ff_map.png
Other sequential cells in the stronger gray, the rest of the logic in the fainter gray.
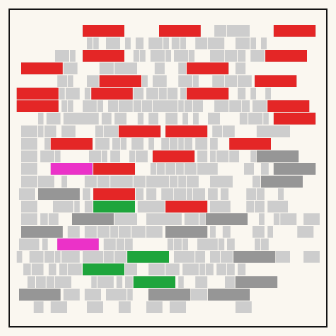
placed.png
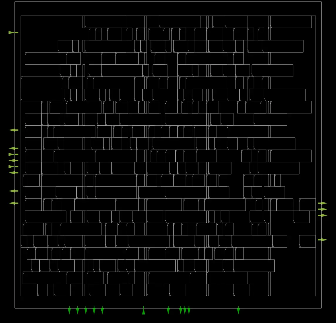
util_map.png
The die is cut into 7 by 7 equal tiles; white is low, dark blue is high, 0 to 100% covered.
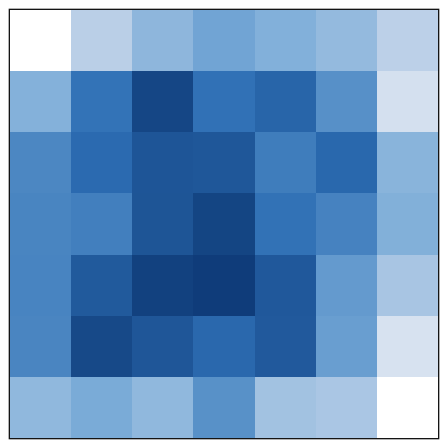
m2.png
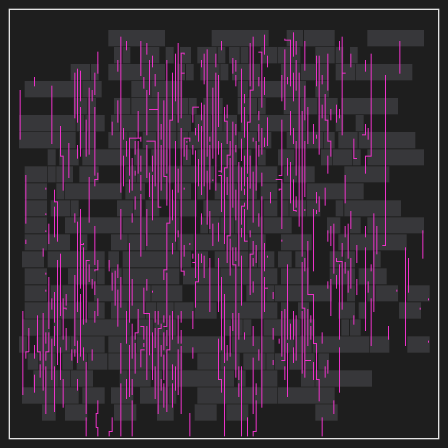
m1.png
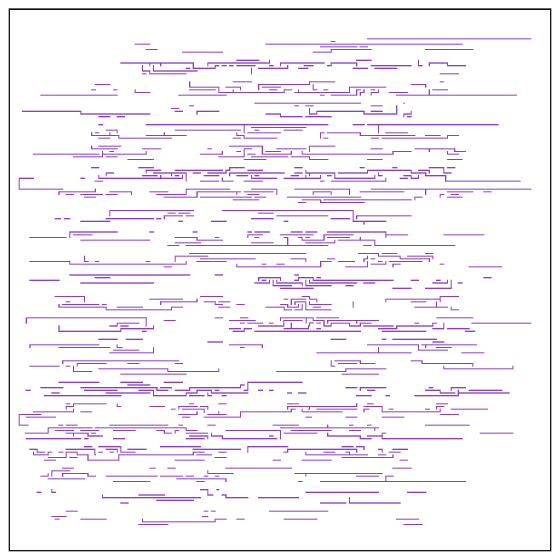
**src/rtl/stopwatch_counter.sv**
```systemverilog
// BCD stopwatch core: counts tenths of a second from 0:00.0 to 9:59.9 and
// presents four registered digits plus run/wrap status for the display path.
//
// Control handshake: i_start_stop and i_clear are single-cycle pulses sampled
// on the rising edge; there is no ready/backpressure, every pulse is acted on.
module stopwatch_counter #(
  parameter int CLK_HZ  = 50000000,
  parameter int TICK_HZ = 10
) (
  input  logic       i_clk,
  input  logic       i_rst,
  input  logic       i_start_stop,
  input  logic       i_clear,
  output logic [3:0] o_tenths,
  output logic [3:0] o_sec_ones,
  output logic [3:0] o_sec_tens,
  output logic [3:0] o_min,
  output logic       o_running,
  output logic       o_wrap,
  output logic [1:0] o_state
);

  localparam int DIV = CLK_HZ / TICK_HZ;
  localparam int PW  = (DIV > 1) ? $clog2(DIV) : 1;
  localparam logic [PW-1:0] DIV_M1 = PW'(DIV - 1);

  typedef enum logic [1:0] {
    STOPPED = 2'd0,
    RUNNING = 2'd1,
    PAUSED  = 2'd2
  } state_t;

  state_t        state, state_n;
  logic [PW-1:0] presc, presc_n;
  logic [3:0]    tenths_n, sec_ones_n, sec_tens_n, min_n;
  logic          wrap_n;
  logic          tick;

  always_comb begin
    state_n    = state;
    presc_n    = presc;
    tenths_n   = o_tenths;
    sec_ones_n = o_sec_ones;
    sec_tens_n = o_sec_tens;
    min_n      = o_min;
    wrap_n     = 1'b0;
    tick       = (state == RUNNING) && (presc == DIV_M1);

    if (state == RUNNING) begin
      presc_n = tick ? '0 : presc + PW'(1);
    end

    // Ripple-carry BCD increment, all four digits settle in the same edge.
    if (tick) begin
      if (o_tenths == 4'd9) begin
        tenths_n = 4'd0;
        if (o_sec_ones == 4'd9) begin
          sec_ones_n = 4'd0;
          if (o_sec_tens == 4'd5) begin
            sec_tens_n = 4'd0;
            if (o_min == 4'd9) begin
              min_n  = 4'd0;
              wrap_n = 1'b1;
            end else begin
              min_n = o_min + 4'd1;
            end
          end else begin
            sec_tens_n = o_sec_tens + 4'd1;
          end
        end else begin
          sec_ones_n = o_sec_ones + 4'd1;
        end
      end else begin
        tenths_n = o_tenths + 4'd1;
      end
    end

    // Clear overrides everything, including a coincident tick or toggle.
    if (i_clear) begin
      state_n    = STOPPED;
      presc_n    = '0;
      tenths_n   = 4'd0;
      sec_ones_n = 4'd0;
      sec_tens_n = 4'd0;
      min_n      = 4'd0;
      wrap_n     = 1'b0;
    end else if (i_start_stop) begin
      case (state)
        STOPPED: state_n = RUNNING;
        RUNNING: state_n = PAUSED;
        PAUSED:  state_n = RUNNING;
        default: state_n = STOPPED;
      endcase
    end
  end

  always_ff @(posedge i_clk or posedge i_rst) begin
    if (i_rst) begin
      state      <= STOPPED;
      presc      <= '0;
      o_tenths   <= 4'd0;
      o_sec_ones <= 4'd0;
      o_sec_tens <= 4'd0;
      o_min      <= 4'd0;
      o_wrap     <= 1'b0;
    end else begin
      state      <= state_n;
      presc      <= presc_n;
      o_tenths   <= tenths_n;
      o_sec_ones <= sec_ones_n;
      o_sec_tens <= sec_tens_n;
      o_min      <= min_n;
      o_wrap     <= wrap_n;
    end
  end

  assign o_running = (state == RUNNING);
  assign o_state   = state;

endmodule
```
**config.mk**
```make
export PLATFORM = sky130hd
export DESIGN_NAME = stopwatch_counter
export DESIGN_NICKNAME = d
export VERILOG_FILES = /design/src/rtl/stopwatch_counter.sv
export SDC_FILE = /design/constraint.sdc
export NUM_CORES = 1
export LEC_CHECK = 0
export ABC_CLOCK_PERIOD_IN_PS = 2300
export CAP_MARGIN = 20
export CORE_UTILIZATION = 53
export CTS_BUF_LIST = sky130_fd_sc_hd__clkbuf_2 sky130_fd_sc_hd__clkbuf_4 sky130_fd_sc_hd__clkbuf_8
export CTS_CLUSTER_SIZE = 14
export DETAILED_ROUTE_END_ITERATION = 16
export PLACE_DENSITY = 0.78
export SLEW_MARGIN = 20
export SYNTH_ARGS = -nofsm -noshare
export SYNTH_HDL_FRONTEND = slang
export SYNTH_SLANG_ARGS = --single-unit
```
**constraint.sdc**
```tcl
create_clock -name i_clk -period 2.3 [get_ports i_clk]
set_clock_uncertainty 0.1 [all_clocks]
set_input_delay 0.23 -clock i_clk [delete_from_list [all_inputs] [get_ports i_clk]]
set_output_delay 0.23 -clock i_clk [all_outputs]
set_load 0.01 [all_outputs]
```
==> impl_metrics.ini <==
; implementation run metrics
[setup_path]
timing.critical_path.required_ns = 2.42
critPathKind = reg2reg
cp_slowest_stage_delay_ns = 0.56
worstPathArrival_ns = 2.35
worst_path_max_delay_cell = or4b_4
timing.critical_path.from_type = flop

[clocking]
post-cts-setup-buffer-count = 0
clkSlewWorstSetupHoldPaths_ns = 0.08
cts_sinks = 42
cts_tree = done
numCtsBuffers = 5

[detailed_routing]
postRouteWirelength_um = 4760
wl_met3_um = 224
drt_first_iter_violations = 111
via_to_cell_ratio = 5.66
highest-signal-layer = met4
residual_antenna_violating_net_count_after_detailed_routing = 0

[grt]
grt_remaining_overflow = 0
grt_usage = 0.232
grt.busiest_layer = met2

[final_timing]
period_used_share = 0.969
setup_viol = 0

[die]
num_io_pins = 24
die-area_sq_um = 4680
die_width_um = 68.4

[logic_synthesis]
synth_area_per_cell_sq_um = 9.47
post_synth_num_cell_types = 45
postSynthCellCount = 247
synthesis.nets = 260
most_common_cell = dfrtp_1
ys.flop_type = dfrtp_1
mappedNetlistArea_sq_um = 2340
synth_stat.cells = 247
synth.top_cell.area_share = 0.449

[final_layout]
layout.nets = 306
lay_top_cells = dfrtp_1, nor2_1, clkdlybuf4s50_1, buf_4, nand2_1
n_all_buffers = 46
area_delta_synth_final_pct = 22.6

[power_and_ir_drop]
worst_ir_drop_vdd_v = 0.000297
total_net_switching_power_mw = 0.300
clockPowerShare = 0.361
seq_power_share = 0.568
cellLeakagePower_nw = 1.21

[outcome]
outcome = complete, no violations
## Picture notes: ff_map.png
Key: magenta = o_state [placed flops 2]; green = o_sec_tens [placed flops 4]; red = presc [placed flops 23]

## Picture notes: placed.png
number of flip-flops and latches: 42
layout filler cell count: 324
Rows: 23
core region area: 4120 sq um

## Picture notes: util_map.png
The densest ninth of the die: center. 4.1% of the tiles are nearly empty. The emptiest ninth of the die: lower right. The fullest tile reaches 95%. The mean over all tiles is 60%.

## Picture notes: m2.png
The longest straight run is 33.7 um. The layer holds 46% of the routed length. The wires run mostly vertical.

## Picture notes: m1.png
272 nets have wire on it. The layer carries 2250 um of wire. The longest straight run is 24.8 um.

==> critical path, delay by kind of cell (launching register included) <==
kind	cells	cell delay, ns
AND-OR/OR-AND	1	0.15
AND/OR/NAND/NOR	4	1.35
buffers and inverters	1	0.18
flip-flops	1	0.38
==> cell families (layout without fill, tap and decap cells) <==
kind of cell,count (synthesis),in the layout,share of synthesized area
xor+xnor,22,22,0.0824
compound gates,33,33,0.0797
flops,42,42,0.449
mux,1,1,0.00428
simple gates,122,122,0.298
buf+inv,18,64,0.0380
fa+ha+maj,9,9,0.0482
==> power groups by stage <==
stage               Combinational (mW)  Sequential, mW  Clock [mW]
floorplan                       0.0497           0.765           0
global placement                0.0942           0.761           0
detailed placement              0.0947           0.761           0
CTS                             0.0950           0.747       0.486
global route                     0.104           0.747       0.518
finish                          0.0946           0.747       0.474
==> final timing paths <==
check / endpoint / start / cells after the start
hold reg to reg: o_wrap / o_min[2] / 1
setup / recovery: o_sec_ones[2] / presc[16] / 6
hold / removal: o_state[0] / i_rst / 3
min in group i_clk: o_wrap / o_min[2] / 1
setup reg to reg: o_sec_ones[2] / presc[16] / 6
max in group asynchronous: o_tenths[2] / i_rst / 3
==> stage by stage <==
stage / hold WS, ns / util / cells
after CTS: 0.278 / 0.693 / 343
after floorplan: 0.276 / - / 247
final: 0.255 / 0.697 / 343
after global routing: 0.362 / 0.697 / 343
after global placement: 0.427 / 0.673 / 336
after detailed placement: 0.416 / 0.673 / 336
==> registers in the layout (all words and copies together) (netlist names) <==
| name | cells |
|---|---|
| presc | 23 |
| o_min | 4 |
| o_sec_ones | 4 |
| o_sec_tens | 4 |
| o_tenths | 4 |
| o_state | 2 |
| o_wrap | 1 |
Power figures rest on the tool's default switching activity, not on a simulated workload.
